## src/rtl/sync_fifo_flex.sv

```systemverilog
// sync_fifo_flex: single-clock FIFO for any WIDTH/DEPTH with occupancy count, almost flags and error pulses.
// Optional macro FIFO_FWFT_EN selects first-word fall-through read data; otherwise rdata_o is registered.
module sync_fifo_flex #(
    parameter int unsigned WIDTH    = 8,
    parameter int unsigned DEPTH    = 16,
    parameter int unsigned AF_LEVEL = DEPTH - 2,
    parameter int unsigned AE_LEVEL = 2,
    localparam int unsigned CNT_W   = $clog2(DEPTH + 1)
) (
    input  logic             clk_i,
    input  logic             rst_i,
    input  logic             wr_en_i,
    input  logic [WIDTH-1:0] wdata_i,
    input  logic             rd_en_i,
    output logic [WIDTH-1:0] rdata_o,
    output logic             full_o,
    output logic             empty_o,
    output logic             almost_full_o,
    output logic             almost_empty_o,
    output logic [CNT_W-1:0] count_o,
    output logic             wr_error_o,
    output logic             rd_error_o
);

    localparam int unsigned PTR_W = $clog2(DEPTH);

    logic [WIDTH-1:0] mem [DEPTH];

    logic [PTR_W-1:0] wr_ptr_q, wr_ptr_d;
    logic [PTR_W-1:0] rd_ptr_q, rd_ptr_d;
    logic [CNT_W-1:0] count_q, count_d;
    logic             full_q, full_d;
    logic             empty_q, empty_d;
    logic             af_q, af_d;
    logic             ae_q, ae_d;
    logic             wr_err_q, wr_err_d;
    logic             rd_err_q, rd_err_d;
    logic             wr_acc, rd_acc;

    // Acceptance uses the registered flags; flags are then derived from the next count.
    always_comb begin
        wr_acc   = wr_en_i && !full_q;
        rd_acc   = rd_en_i && !empty_q;
        wr_ptr_d = wr_ptr_q;
        rd_ptr_d = rd_ptr_q;
        count_d  = count_q;
        wr_err_d = wr_en_i && full_q;
        rd_err_d = rd_en_i && empty_q;

        if (wr_acc) begin
            wr_ptr_d = (wr_ptr_q == PTR_W'(DEPTH - 1)) ? '0 : wr_ptr_q + PTR_W'(1);
        end
        if (rd_acc) begin
            rd_ptr_d = (rd_ptr_q == PTR_W'(DEPTH - 1)) ? '0 : rd_ptr_q + PTR_W'(1);
        end
        if (wr_acc && !rd_acc) begin
            count_d = count_q + CNT_W'(1);
        end else if (rd_acc && !wr_acc) begin
            count_d = count_q - CNT_W'(1);
        end

        full_d  = (count_d == CNT_W'(DEPTH));
        empty_d = (count_d == '0);
        af_d    = (count_d >= CNT_W'(AF_LEVEL));
        ae_d    = (count_d <= CNT_W'(AE_LEVEL));
    end

    always_ff @(posedge clk_i) begin
        if (rst_i) begin
            wr_ptr_q <= '0;
            rd_ptr_q <= '0;
            count_q  <= '0;
            full_q   <= 1'b0;
            empty_q  <= 1'b1;
            af_q     <= 1'b0;
            ae_q     <= 1'b1;
            wr_err_q <= 1'b0;
            rd_err_q <= 1'b0;
        end else begin
            wr_ptr_q <= wr_ptr_d;
            rd_ptr_q <= rd_ptr_d;
            count_q  <= count_d;
            full_q   <= full_d;
            empty_q  <= empty_d;
            af_q     <= af_d;
            ae_q     <= ae_d;
            wr_err_q <= wr_err_d;
            rd_err_q <= rd_err_d;
        end
    end

    // Storage is intentionally not reset.
    always_ff @(posedge clk_i) begin
        if (!rst_i && wr_acc) begin
            mem[wr_ptr_q] <= wdata_i;
        end
    end

`ifdef FIFO_FWFT_EN
    // Head word is presented directly; zero while empty.
    assign rdata_o = empty_q ? '0 : mem[rd_ptr_q];
`else
    logic [WIDTH-1:0] rdata_q, rdata_d;

    always_comb begin
        rdata_d = rdata_q;
        if (rd_acc) begin
            rdata_d = mem[rd_ptr_q];
        end
    end

    always_ff @(posedge clk_i) begin
        if (rst_i) begin
            rdata_q <= '0;
        end else begin
            rdata_q <= rdata_d;
        end
    end

    assign rdata_o = rdata_q;
`endif

    assign full_o         = full_q;
    assign empty_o        = empty_q;
    assign almost_full_o  = af_q;
    assign almost_empty_o = ae_q;
    assign count_o        = count_q;
    assign wr_error_o     = wr_err_q;
    assign rd_error_o     = rd_err_q;

endmodule
```

## config.mk

```make
export PLATFORM = sky130hd
export DESIGN_NAME = sync_fifo_flex
export DESIGN_NICKNAME = d
export VERILOG_FILES = /design/src/rtl/sync_fifo_flex.sv
export SDC_FILE = /design/constraint.sdc
export NUM_CORES = 1
export LEC_CHECK = 0
export CAP_MARGIN = 15
export CORE_UTILIZATION = 32
export DETAILED_ROUTE_END_ITERATION = 8
export PLACE_DENSITY_LB_ADDON = 0.3
export SLEW_MARGIN = 5
export SYNTH_ARGS = -nofsm -noshare
export SYNTH_HDL_FRONTEND = slang
export SYNTH_SLANG_ARGS = --single-unit
```

## constraint.sdc

```tcl
create_clock -name clk_i -period 1.95 [get_ports clk_i]
set_input_delay 0.4875 -clock clk_i [delete_from_list [all_inputs] [get_ports clk_i]]
set_output_delay 0.4875 -clock clk_i [all_outputs]
set_load 0.05 [all_outputs]
```

==> results_slide.txt <==
Key Metrics from the Run

Status
  • Status: complete, no violations

Synth
  • Yosys Instances: 361
  • AO/OA Area Share: 6.19%
  • Synth flops: 155
  • Top area contributor share: 62.4%
  • Dominant cells by area after synthesis: edfxtp_1 (62%), mux4_2 (12%), dfxtp_1 (8.8%)
  • Yosys top cell by instances: edfxtp_1
  • Post-Synth Adder-Cell Area: 1.42%
  • Seq share, synth: 71.1%
  • Cells after Synth: 361
  • Post-synth ARST share: 0%
  • Xor/xnor share of the synthesized area: 0.711%

Worst setup path
  • Critical R2R Launch: rd_ptr_q[0]
  • R2r setup slk: 0.10 ns
  • Critical Path Fanout Max: 13
  • Startpoint Class: primary input
  • Worst path required time: 2.29 ns
  • Worst R2R End: rdata_o[6]
  • Crit path max-delay family: simple AND/OR/NAND/NOR gates
  • CP endpoint: almost_full_o

Final timing
  • Hold slack: 0.476 ns
  • Max Fclk: 0.530 GHz
  • Final worst path period share: 96.8%
  • Final Hold Viols: 0
  • Slew margin rel.: 55.3%

Finish
  • Non-clock buffers: 89
  • Top cell excl fill/tap: edfxtp_1
  • Logic area: 0.00170 mm^2
  • Top reg by flops: mem
  • Largest register FFs: 128
  • Reg area: 0.00439 mm^2
  • Comb_multi_in: 180
  • Clock-cell share: 7.09%
  • Comb area share: 21.8%
  • Post-layout util: 41.5%
  • Fin nets: 468
  • Clock buffer count in the final layout: 19
  • Synth-to-Final Area Change: 26.5%

Global routing
  • First-pass GRT wire length: 20.9 mm
  • Grt met1 use: 19.2%
  • Met2 Use GR: 23.8%
  • Pin count of the biggest net entering global routing: 27
  • Busiest layer in global routing: met2
  • Met3 global-route usage: 2.55%

Clock network
  • CTS clk-pin slew, worst paths: 0.06 ns
  • Clk sink count: 155
  • Root buffer cell: clkbuf_16

Placement
  • Placed Area: 0.00719 mm^2
  • Hpwl dp: 9.34 mm

Floorplanning
  • Die Width: 141 um
  • Chip Height: 141 um
  • FP Core Util: 32.8%
  • Core area: 0.0188 mm^2

Power
  • Maximum VDD drop: 0.524 mV
  • Pwr top: sequential cells
  • Power share of the sequential group: 46.2%
  • Pleak: 2.63 nW
  • Seq power: 3.73 mW
  • Logic pwr share: 15.4%
  • Switch Pwr: 2.02 mW

Worst hold path
  • Hold EP: rd_error_o

Route
  • 1st-pass router iterations: 4
  • # DRC: 0
  • Starting DRT DRC Count: 358
  • Post-DRT Antenna Nets: 0
  • Detailed route wirelength on metal3: 669 um

Flow run
  • Total of max-cap violations: 0
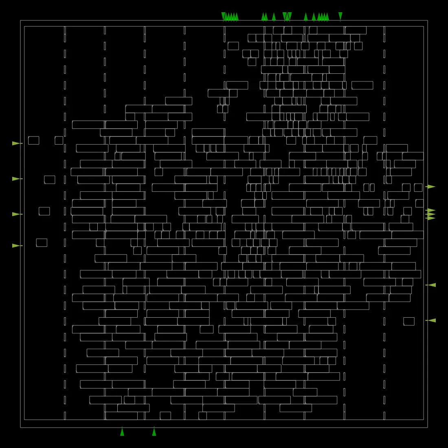
(images/placement.png)
Std-Cell Rows: 50
flop share of the area: 56.3%
Flops: 155

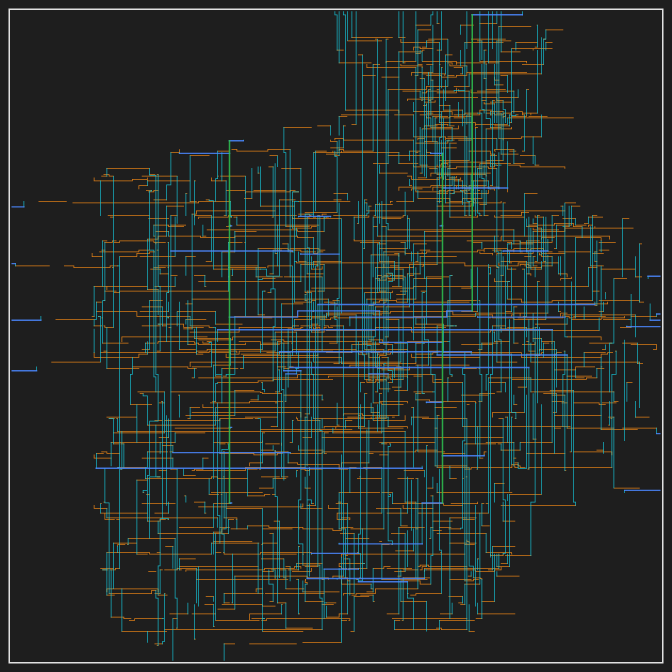
(images/wires.png)
[orange] metal 1 | wire length: 5870 um
[cyan] metal 2 | wire length: 6590 um
[blue] metal 3 | wire length: 670 um
[green] metal 4 | wire length: 218 um
WL final: 13.4 mm
per-cell routed wire length: 19.2 um
Tot GR Track Use: 14.6%
via count: 3395

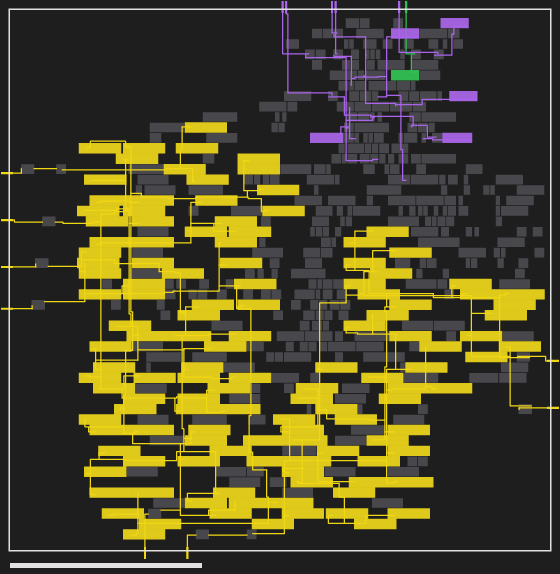
(images/io_fan.png)
Bar = 50 um.
[purple] `count_o` | direction: output | end cells: 5 | buffers: 7 | wire: 364 um
[green] `almost_full_o` | direction: output | end cells: 1 | buffers: 1 | wire: 19.6 um
[yellow] `wdata_i` | direction: input | end cells: 128 | buffers: 10 | wire: 1740 um
I/O pin cnt: 31
input/output buffers: 30

Power and IR drop assume default switching activity.
